===== src/rtl/tr_fetch_pkg.sv =====
// ---------------------------------------------------------------------------
// tr_fetch_pkg
// Shared definitions for the test-runner vector fetch block: the default
// SRAM geometry (matching the SRAM arbiter), the default output FIFO depth
// and the fetch controller state type.
// ---------------------------------------------------------------------------
package tr_fetch_pkg;

    localparam int unsigned TR_ADDR_WIDTH = 20;
    localparam int unsigned TR_DATA_WIDTH = 16;
    localparam int unsigned TR_FIFO_DEPTH = 4;

    typedef enum logic [1:0] {
        IDLE  = 2'd0,
        READ  = 2'd1,
        DRAIN = 2'd2,
        DONE  = 2'd3
    } tr_state_e;

endpackage


===== src/rtl/tr_fifo.sv =====
// ---------------------------------------------------------------------------
// tr_fifo
// Small synchronous FIFO buffering SRAM words for the vector driver.
// A push and a pop in the same cycle are both performed.
// Ports:
//   clock, reset         single clock, synchronous active-high reset
//   push, push_data      write side
//   pop, pop_data        read side; pop_data is the head (0 when empty)
//   full, empty, count   registered occupancy status
// ---------------------------------------------------------------------------
module tr_fifo #(
    parameter int unsigned DATA_WIDTH = 16,
    parameter int unsigned FIFO_DEPTH = 4,
    localparam int unsigned PTR_W     = $clog2(FIFO_DEPTH)
) (
    input  logic                  clock,
    input  logic                  reset,
    input  logic                  push,
    input  logic [DATA_WIDTH-1:0] push_data,
    input  logic                  pop,
    output logic [DATA_WIDTH-1:0] pop_data,
    output logic                  full,
    output logic                  empty,
    output logic [PTR_W:0]        count
);

    localparam logic [PTR_W:0] OCC_FULL = (PTR_W+1)'(FIFO_DEPTH);

    logic [DATA_WIDTH-1:0] mem [FIFO_DEPTH];
    logic [PTR_W-1:0]      wr_ptr;
    logic [PTR_W-1:0]      rd_ptr;
    logic [PTR_W:0]        occ;

    always_ff @(posedge clock) begin
        if (push) begin
            mem[wr_ptr] <= push_data;
        end
    end

    always_ff @(posedge clock) begin
        if (reset) begin
            wr_ptr <= '0;
            rd_ptr <= '0;
            occ    <= '0;
        end else begin
            if (push) begin
                wr_ptr <= wr_ptr + PTR_W'(1);
            end
            if (pop) begin
                rd_ptr <= rd_ptr + PTR_W'(1);
            end
            case ({push, pop})
                2'b10:   occ <= occ + (PTR_W+1)'(1);
                2'b01:   occ <= occ - (PTR_W+1)'(1);
                default: occ <= occ;
            endcase
        end
    end

    always_comb begin
        full     = (occ == OCC_FULL);
        empty    = (occ == '0);
        count    = occ;
        pop_data = empty ? '0 : mem[rd_ptr];
    end

    a_no_overflow:  assert property (@(posedge clock) disable iff (reset) !(push && full));
    a_no_underflow: assert property (@(posedge clock) disable iff (reset) !(pop && empty));

endmodule


===== src/rtl/tr_vector_fetch.sv =====
// ---------------------------------------------------------------------------
// tr_vector_fetch
// Avalon-MM read master on the test-runner side of the SRAM arbiter. On an
// accepted start it reads word_count consecutive words from base_addr,
// buffers them in tr_fifo and streams them to the vector driver.
// Arbiter stalls (tr_waitrequest) hold address and read stable.
// Ports:
//   clock, reset                 single clock, synchronous active-high reset
//   start, base_addr, word_count transfer request (honoured only when idle)
//   busy, done                   status; done is a one-cycle pulse
//   tr_*                         Avalon-MM master towards the arbiter
//   out_data/out_valid/out_ready word stream to the vector driver
// Optional build macro:
//   TR_FETCH_SUM_EN  adds output sum: modular sum of all words fetched since
//                    the last accepted start.
// ---------------------------------------------------------------------------
module tr_vector_fetch
    import tr_fetch_pkg::*;
#(
    parameter int unsigned ADDR_WIDTH = TR_ADDR_WIDTH,
    parameter int unsigned DATA_WIDTH = TR_DATA_WIDTH,
    parameter int unsigned BE_WIDTH   = DATA_WIDTH / 8,
    parameter int unsigned CNT_WIDTH  = 20,
    parameter int unsigned FIFO_DEPTH = TR_FIFO_DEPTH
) (
    input  logic                  clock,
    input  logic                  reset,
    input  logic                  start,
    input  logic [ADDR_WIDTH-1:0] base_addr,
    input  logic [CNT_WIDTH-1:0]  word_count,
    output logic                  busy,
    output logic                  done,
    output logic [ADDR_WIDTH-1:0] tr_address,
    output logic [BE_WIDTH-1:0]   tr_byteenable,
    output logic                  tr_read,
    input  logic [DATA_WIDTH-1:0] tr_readdata,
    output logic                  tr_write,
    output logic [DATA_WIDTH-1:0] tr_writedata,
    input  logic                  tr_waitrequest,
    output logic [DATA_WIDTH-1:0] out_data,
    output logic                  out_valid,
`ifdef TR_FETCH_SUM_EN
    input  logic                  out_ready,
    output logic [DATA_WIDTH-1:0] sum
`else
    input  logic                  out_ready
`endif
);

    localparam int unsigned PTR_W = $clog2(FIFO_DEPTH);

    tr_state_e             state;
    tr_state_e             state_nxt;
    logic [ADDR_WIDTH-1:0] addr;
    logic [CNT_WIDTH-1:0]  rem;
    logic                  accept;
    logic                  beat;
    logic                  pop;
    logic                  fifo_full;
    logic                  fifo_empty;
    logic [PTR_W:0]        fifo_count;

    always_ff @(posedge clock) begin
        if (reset) begin
            state <= IDLE;
        end else begin
            state <= state_nxt;
        end
    end

    // tr_read depends only on registered state: a FIFO that is full at the
    // start of a cycle issues no read, even if a pop happens in that cycle.
    always_comb begin
        state_nxt     = state;
        busy          = 1'b0;
        done          = 1'b0;
        tr_read       = 1'b0;
        tr_address    = addr;
        tr_byteenable = '1;
        tr_write      = 1'b0;
        tr_writedata  = '0;
        out_valid     = !fifo_empty;
        accept        = 1'b0;
        case (state)
            IDLE: begin
                if (start) begin
                    accept    = 1'b1;
                    state_nxt = (word_count != '0) ? READ : DONE;
                end
            end
            READ: begin
                busy    = 1'b1;
                tr_read = (rem != '0) && !fifo_full;
                if (tr_read && !tr_waitrequest && (rem == CNT_WIDTH'(1))) begin
                    state_nxt = DRAIN;
                end
            end
            DRAIN: begin
                busy = 1'b1;
                if (fifo_count == '0) begin
                    state_nxt = DONE;
                end
            end
            DONE: begin
                done      = 1'b1;
                state_nxt = IDLE;
            end
            default: state_nxt = IDLE;
        endcase
        beat = tr_read && !tr_waitrequest;
        pop  = out_valid && out_ready;
    end

    always_ff @(posedge clock) begin
        if (reset) begin
            addr <= '0;
            rem  <= '0;
        end else if (accept) begin
            addr <= base_addr;
            rem  <= word_count;
        end else if (beat) begin
            addr <= addr + ADDR_WIDTH'(1);
            rem  <= rem - CNT_WIDTH'(1);
        end
    end

`ifdef TR_FETCH_SUM_EN
    always_ff @(posedge clock) begin
        if (reset) begin
            sum <= '0;
        end else if (accept) begin
            sum <= '0;
        end else if (beat) begin
            sum <= sum + tr_readdata;
        end
    end
`endif

    tr_fifo #(
        .DATA_WIDTH (DATA_WIDTH),
        .FIFO_DEPTH (FIFO_DEPTH)
    ) u_fifo (
        .clock     (clock),
        .reset     (reset),
        .push      (beat),
        .push_data (tr_readdata),
        .pop       (pop),
        .pop_data  (out_data),
        .full      (fifo_full),
        .empty     (fifo_empty),
        .count     (fifo_count)
    );

endmodule


===== config.mk =====
export PLATFORM = sky130hd
export DESIGN_NAME = tr_vector_fetch
export DESIGN_NICKNAME = d
export VERILOG_FILES = /design/src/rtl/tr_fetch_pkg.sv /design/src/rtl/tr_fifo.sv /design/src/rtl/tr_vector_fetch.sv
export SDC_FILE = /design/constraint.sdc
export NUM_CORES = 1
export LEC_CHECK = 0
export ABC_AREA = 1
export CAP_MARGIN = 30
export CORE_UTILIZATION = 54
export CTS_BUF_LIST = sky130_fd_sc_hd__clkbuf_4 sky130_fd_sc_hd__clkbuf_8
export DETAILED_ROUTE_END_ITERATION = 12
export PLACE_DENSITY = 0.88
export SLEW_MARGIN = 15
export SYNTH_ARGS = -nofsm -noshare
export SYNTH_HDL_FRONTEND = slang
export SYNTH_SLANG_ARGS = --single-unit

===== constraint.sdc =====
create_clock -name clock -period 3.17 [get_ports clock]
set_input_delay 0.7925 -clock clock [delete_from_list [all_inputs] [get_ports clock]]
set_output_delay 0.7925 -clock clock [all_outputs]
set_load 0.01 [all_outputs]

==> flow_summary.ini, run 1 <==
; implementation run metrics
[global_routing]
grt_pass1_wl_um = 24200
grt_pass1_vias = 5130
antenna_found_initial = 0
top_usage_layer = met2
overflow = 0
met3_usage_pct = 6.70

[hold_path]
min_path_cells = 2
hold_path_class = flip-flop to flip-flop

[final_timing]
relSlewSlack_pct = 48.2
slew_viol_final = 0
period_used_pct = 96.7
fin_hold_ws_ps = 484
period_minus_slack_ps = 3060

[yosys]
synthSimpleGateAreaFrac_pct = 29.2
edf_count = 64
mux_share_pct = 0
ys_top_cells_by_area = edfxtp_1 31%, dfxtp_1 16%, nor2_1 10%
ys_cells = 818
most_common_cell = nor2_1
ys.flops = 115
synth-xor-area-share_pct = 1.12
ys_chip_area_um2 = 6250
top_logic_kind = simple AND/OR/NAND/NOR gates
largest_area_cell = edfxtp_1
synth.distinct_cells = 37
common_cells = 174 x nor2_1, 171 x nand2_1, 77 x o21ai_0

[floorplan]
io_pins = 120
coreArea_um2 = 11100
die-height_um = 110
die_width_um = 110
rows = 38
die_area_um2 = 12000

[clocking]
root_buffer = clkbuf_8
clockBufferDepth = 2
cts-resized-gates = 1
clk-insertion-delay-late_ps = 430
cts_setup_buffers = 0

[placement]
dp_slack_ps = 507
place.gp.congestion = 0.946
dp_hpwl_um = 10400
place_area_um2 = 7350

[setup_path]
crit_type = flip-flop to output port
r2r_setup_slack_ps = 750
crit_required_ps = 2380
timing.critical_path.mode_cell = nor2_1
critPathTopFamily = buffers and inverters
slowest_delay_ps = 570
arrival_ps = 2270
cp_max_fo = 24
reg2reg_depth = 11
cp_slowest_cell = clkdlybuf4s50_1
path_cells = buf_6, nor2_1, nor2_1, o21ai_0, a21oi_1, clkdlybuf4s50_1

[power]
clkPwrFrac_pct = 18.6
top_power_group = combinational logic
clk-power_uw = 1330
finalPower_uw = 7180
comb_power_uw = 3600
vdd_ir_drop_max_uv = 449
power_density_nw_per_um2 = 926
internal_power_uw = 4080
p_sw_share_pct = 43.3

[flow_run]
cap_violations = 0
tool_warnings = 34

[drt]
wl_met2_um = 7300
wl_met1_um = 6440
wl_per_cell_um = 14.2

[final_layout]
final_cell_mix = 174 x nor2_1, 170 x nand2_1, 100 x clkdlybuf4s50_1
nets = 994
mostFrequentLayoutCell = nor2_1

[run_status]
status = finished, final reports clean
-- run 1: sequential cells by signal, indices dropped and copies added, names as in the netlist, named ones only --
| name | flops |
|---|---|
| u_fifo.wr_ptr | 2 |
| u_fifo.count | 3 |
| rem | 20 |
| u_fifo.mem | 64 |
| state | 2 |
| u_fifo.rd_ptr | 2 |
| tr_address | 20 |
-- run 1: cell type report --
class	count	area [um^2]	area share (%)
Clock buffer	17	234	3.02
Clock inverter	15	158	2.03
Inverter	57	223	2.87
Multi-Input combinational cell	610	2860	36.8
Sequential cell	115	2950	38.0
Tap cell	140	175	2.26
Timing Repair Buffer	118	1160	15.0
-- run 1: stage by stage --
step,instances,setup TNS (ps)
floorplan,835,0
global placement,1040,0
detailed placement,1040,0
CTS,1072,0
global route,1072,-14.2
finish,1072,0
Figure 1. Clock wiring as the flow saved it (run 1).
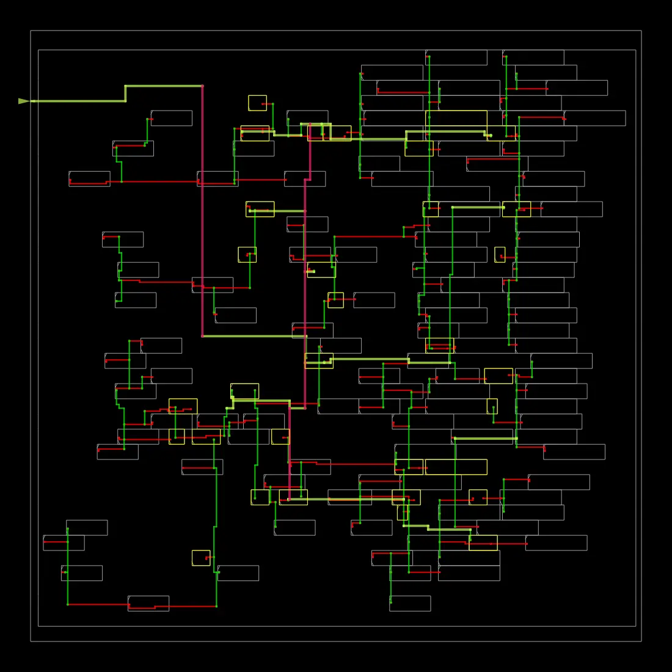
flip-flops: 115
Worst Clk Skew: 9.08 ps
Num CTS Buffers: 17
number of clock sinks: 115

Figure 2. Signal wires on met4 (run 1).
Scale bar: 20 um. Cells faint in the background.
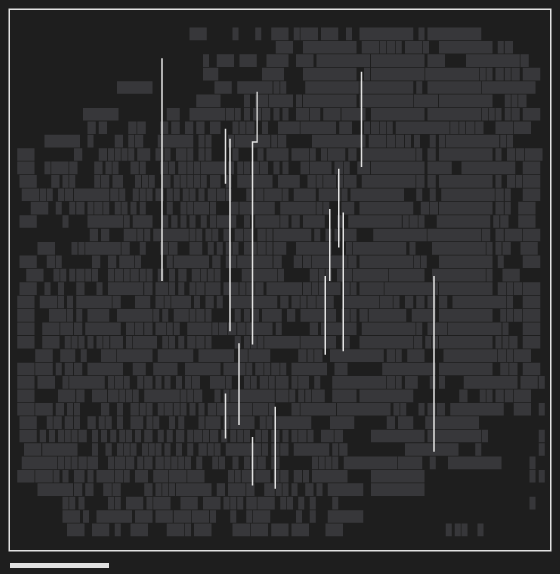
longest straight run	44.9 um
wire length on this layer	325 um
main direction	vertical
share of all routed wire	2.1%
nets with wire on the layer	12
Via Count: 5743
Total Wirelength: 15200 um

Figure 3. Cells by drive strength (run 1).
Scale bar: 20 um.
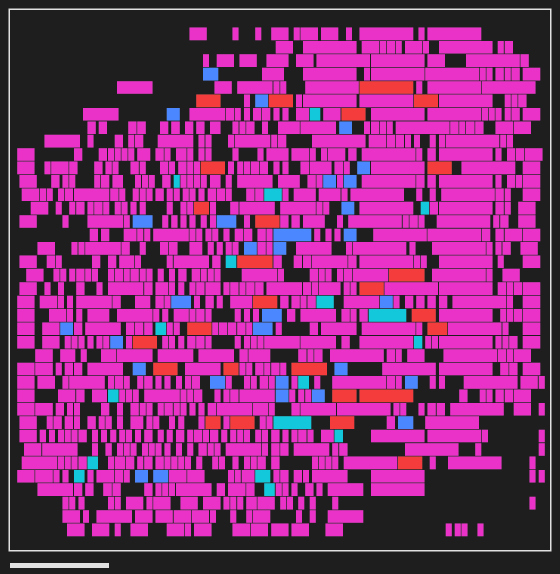
size	color	cells
x6 and larger	red	26
x2	cyan	17
x3 and x4	blue	30
x1 and smaller	magenta	859
area grow syn2layout: 24.1%
Non-clock buffers: 118
final instance area: 7750 um^2
worst setup margin: 105 ps

Figure 4. Wiring by layer (run 1).
Two of the layers only.
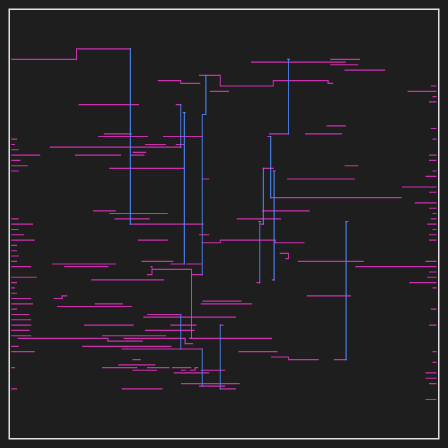

## Run 2: what changed since run 1
- CORE_UTILIZATION: 54 -> 30
- PLACE_DENSITY: 0.88 -> 0.56
Figure 5. Wiring by layer (run 2).
Two of the layers only.
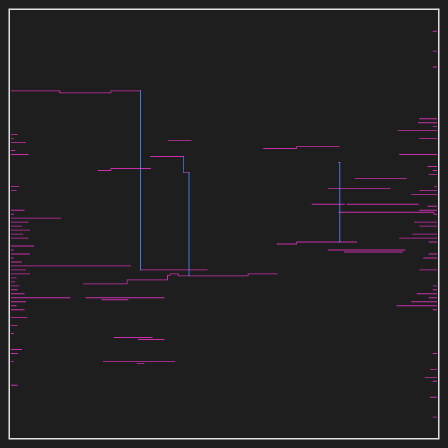
layer	color	wire length
M4	blue	129 um
M3	magenta	840 um
gr usage total: 15.6%
WL per Instance: 13.4 um

==> run 2 against run 1 <==
Net effect:
- register-to-register slack barely moved
- fmax rose by 3.4%
- non-clock buffer count rose by 2
- critical endpoint is now out_data[4]
- largest cell class unchanged
- highest routed layer unchanged
==> flow_summary.ini, run 2 <==
; implementation run metrics
[run_status]
status = finished, final reports clean

[yosys]
synthArstFlopShare_pct = 0
avgSynthCellArea_um2 = 7.64
synth_seq_share_pct = 47.1
largest_area_cell = edfxtp_1
synth_warnings = 0
ys_top_cells_by_area = edfxtp_1 31%, dfxtp_1 16%, nor2_1 10%
top_cell_area_share_pct = 30.8
edf_count = 64
syn_inst = 818
ys_chip_area_um2 = 6250
ys.flops = 115
ys.flop_type = edfxtp_1
most_common_cell = nor2_1
synth_area_um2 = 6250
common_cells = 174 x nor2_1, 171 x nand2_1, 77 x o21ai_0
ys_cells = 818
synth.distinct_cells = 37

[global_routing]
met3_usage_pct = 3.62
grt_pass1_vias = 5151
gr-usage-met1_pct = 20.7
top_usage_layer = met2
overflow = 0
grt_max_degree = 33
antenna_found_initial = 0
met2_usage_pct = 25.3
grt_pass1_wl_um = 26200

[power]
power_density_nw_per_um2 = 915
vdd_ir_drop_max_uv = 406
finalPower_uw = 7250
leakage_uw = 0.00316

[placement]
numPortBuffers = 100
place_area_um2 = 7510
dp_hpwl_um = 10800
place.gp.congestion = 0.803
dp_cells = 1172
dp_slack_ps = 476

[floorplan]
coreArea_um2 = 20300
io_pins = 120
core_util_floorplan_pct = 30.8
die_area_um2 = 21400
die-height_um = 146
die_width_um = 146
rows = 52

[hold_path]
min_from = u_fifo.rd_ptr[1]
hold_path_class = flip-flop to flip-flop
min_path_cells = 2

[final_timing]
setup_ws_ps = 206
rsz0062_at_grt = no
period_minus_slack_ps = 2960
finalHoldViolCount = 0
setup_viol = 0
fmax_mhz = 337
fin_hold_ws_ps = 466
relSlewSlack_pct = 56.9
period_used_pct = 93.5
setup_tns_ps = 0
tightest_slew_ps = 646
slew_viol_final = 0
skew_ps = 13.2

[drt]
vias = 5464
highest_layer = met4
drc = 0
wl_met3_um = 839
postRouteAntennaNets = 0
drt_iter0_markers = 289
wl_met2_um = 7430
wl_met1_um = 7770
drt_first_pass_iters = 4
viasPerCell = 4.54
drt_wl_total_um = 16200

[setup_path]
path_buffers = 2
r2r_end = u_fifo.count[2]
endpoint = out_data[4]
path_cells = inv_1, nor2_1, o21ai_0, a21oi_1, clkdlybuf4s50_1
critPathTopFamily = buffers and inverters
crit_required_ps = 2380
cp_max_fo = 16
r2r-start = rem[0]
start_kind = flip-flop
r2r_setup_slack_ps = 760
reg2reg_depth = 13
endpoint_kind = output port
crit_cells = 5
arrival_ps = 2170
cp_slowest_cell = clkdlybuf4s50_1
crit_type = flip-flop to output port
slowest_delay_ps = 580

[flow_run]
tool_warnings = 34
cap_violations = 0

[clocking]
root_buffer = clkbuf_8
cts_sinks = 115
cts-resized-gates = 0
cts.htree.levels = 4
clk_pin_slew_ps = 70
holdBufCountCts = 0
clk-insertion-delay-late_ps = 440
cts_buffers = 17
cts_tree = done
clockBufferDepth = 2
cts_setup_buffers = 0

[final_layout]
nets = 996
largest_register_ff_count = 64
mostFrequentLayoutCell = nor2_1
final_cell_mix = 174 x nor2_1, 170 x nand2_1, 99 x clkdlybuf4s50_1
layout-area-overhead-vs-synth_pct = 26.9
nFillCells = 2130
final_util_pct = 39.0
drive_gt1_share_pct = 7.71
final_cell_area_um2 = 7930
antenna_cells = 0
top_register = u_fifo.mem
finalNonFillerCells = 1204
run 2: report_power, final:
part           total, uW  switching [uW]  internal [uW]
sequential          2250             360           1890
clock               1430             650            784
combinational       3570            2110           1460
total               7250            3120           4130
run 2: cell families (layout without fill, tap and decap cells):
kind of cell	after synthesis	after routing	synth area share (%)
XOR/XNOR	8	8	1.12
flip-flops	115	115	47.1
AND-OR/OR-AND	137	137	11.2
buffers and inverters	110	209	8.25
adder cells (fa/ha/maj)	14	14	2.92
other	2	19	0.120
AND/OR/NAND/NOR	432	432	29.2
run 2: cell type report:
type,count,area [um^2],share of cell area [%]
clock buffers,17,234,2.95
multi-input cells,610,2860,36.0
repair buffers,120,1150,14.6
well taps,270,338,4.26
flip-flops and latches,115,2940,37.1
inverters,57,219,2.76
clock inverters,15,181,2.29
Figure 6. Clock wiring as the flow saved it (run 2).
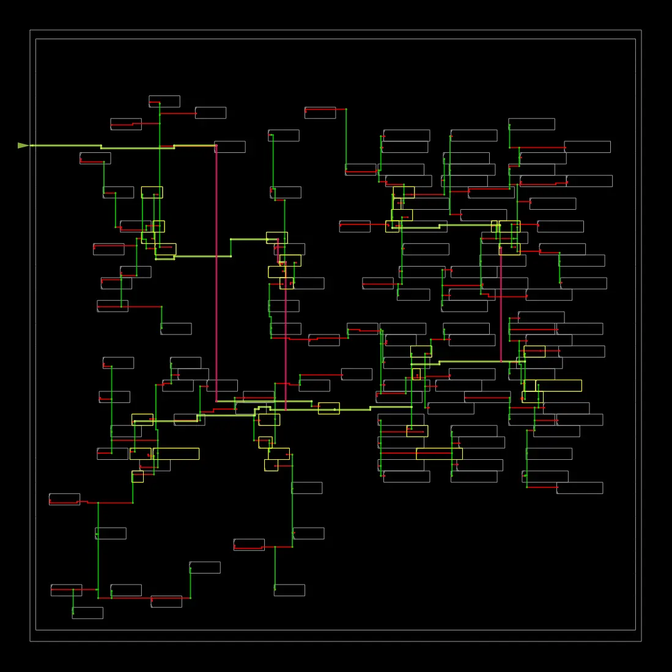

## Run 3: what changed since run 2
- CORE_MARGIN: default -> 2
Figure 7. Clock wiring as the flow saved it (run 3).
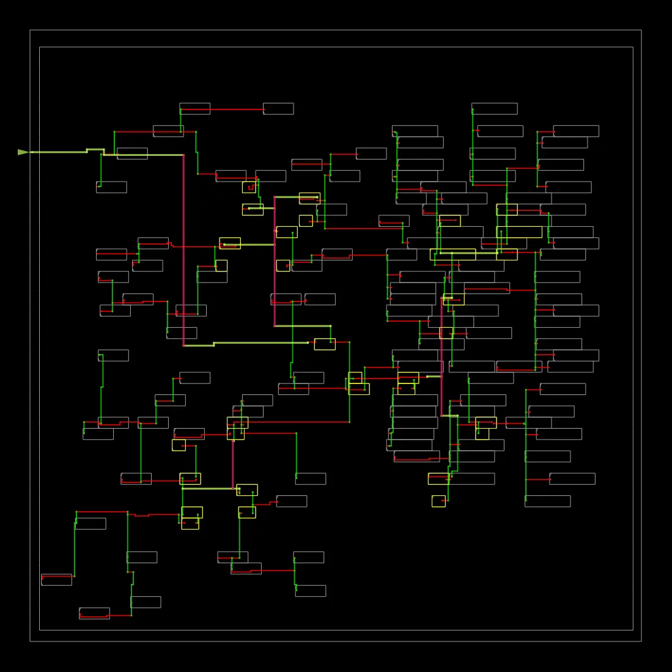
Clk. pwr: 1450 uW
Worst Clk Skew: 16.3 ps

==> run 3 against run 2 <==
Net effect:
- wire length down 0.80%
- synthesized cell count is the same
- final area unchanged
- register-to-register slack worse by 70 ps
- largest cell class unchanged
- largest power group unchanged
==> flow_summary.ini, run 3 <==
; implementation run metrics
[clocking]
cts.htree.levels = 4
cts_setup_buffers = 0
holdBufCountCts = 0
clk_pin_slew_ps = 80
cts_buffers = 17
cts_tree = done
cts-resized-gates = 0

[yosys]
top_cell_area_share_pct = 30.8
synthSimpleGateAreaFrac_pct = 29.2
top_logic_kind = simple AND/OR/NAND/NOR gates
synth-xor-area-share_pct = 1.12
ys_top_cells_by_area = edfxtp_1 31%, dfxtp_1 16%, nor2_1 10%
syn_inst = 818
edf_count = 64
compound_area_share_pct = 11.2
ys.flop_type = edfxtp_1
ys.flops = 115
synth_warnings = 0
synth.distinct_cells = 37
synth_seq_share_pct = 47.1
most_common_cell = nor2_1
largest_area_cell = edfxtp_1
fa_ha_area_share_pct = 2.92
synthArstFlopShare_pct = 0

[placement]
dp_slack_ps = 448
numPortBuffers = 100
place.gp.congestion = 0.810
place_area_um2 = 7510
dp_cells = 1169

[final_timing]
relSlewSlack_pct = 59.9
slew_viol_final = 0
setup_ws_ps = 163
finalHoldViolCount = 0
rsz0062_at_grt = no
setup_tns_ps = 0
period_minus_slack_ps = 3010
fmax_mhz = 333
setup_viol = 0

[final_layout]
finalNonFillerCells = 1201
nFillCells = 2112
mostFrequentLayoutCell = nor2_1
antenna_cells = 0
drive_gt1_share_pct = 7.41
nets = 993
final_util_pct = 38.9
final_cell_mix = 174 x nor2_1, 170 x nand2_1, 100 x clkdlybuf4s50_1
top_register = u_fifo.mem

[drt]
vias = 5462
drt_iter0_markers = 359
viasPerCell = 4.55
drt_first_pass_iters = 5
wl_met3_um = 781
wl_met2_um = 7100
highest_layer = met4
wl_met1_um = 7950

[power]
p_sw_share_pct = 43.7
leakage_uw = 0.00314
vdd_ir_drop_max_uv = 307
p_sw_uw = 3180
internal_power_uw = 4100
pwr-share-comb_pct = 49.3
power_frac_seq_pct = 30.7

[global_routing]
met3_usage_pct = 3.31
top_usage_layer = met2
met2_usage_pct = 22.9
antenna_found_initial = 0
grt_pass1_vias = 5118
grt_max_degree = 35
grtUsageTotal_pct = 14.9
gr-usage-met1_pct = 20.7

[floorplan]
die_area_um2 = 22000
coreArea_um2 = 20400
die_width_um = 148
io_pins = 120
rows = 52

[setup_path]
crit_required_ps = 2380
path_cells = buf_4, nor2_1, nor2_1, o21ai_0, a21oi_1, clkdlybuf4s50_1
endpoint = out_data[2]
r2r_end = u_fifo.count[2]
start_kind = flip-flop
reg2reg_depth = 13
r2r-start = rem[0]
endpoint_kind = output port
arrival_ps = 2210
crit_type = flip-flop to output port
path_buffers = 2
critPathTopFamily = buffers and inverters
crit_cells = 6
cp_max_fo = 32

[run_status]
status = finished, final reports clean

[hold_path]
hold_path_class = flip-flop to flip-flop

[flow_run]
tool_warnings = 34
[run 3: final cells by class]
cell class | count | area (um^2) | share of cell area (%)
flip-flops and latches | 115 | 2940 | 37.1
multi-input cells | 610 | 2860 | 36.0
repair buffers | 117 | 1150 | 14.6
well taps | 270 | 338 | 4.26
clock buffers | 17 | 234 | 2.95
inverters | 57 | 219 | 2.76
clock inverters | 15 | 183 | 2.31
[run 3: power by group through the flow]
stage               Clock, uW  Combinational, uW  Sequential (uW)
floorplan                   0               2400             2210
global placement            0               3590             2260
detailed placement          0               3620             2260
CTS                      1490               3630             2240
global route             1560               4070             2300
finish                   1450               3590             2240
[run 3: worst min-delay path, cell delays in order, from the launching register on]
cell and delay (ps):
dfxtp_1 300, inv_1 60, a21oi_1 70
Power and IR drop assume default switching activity.
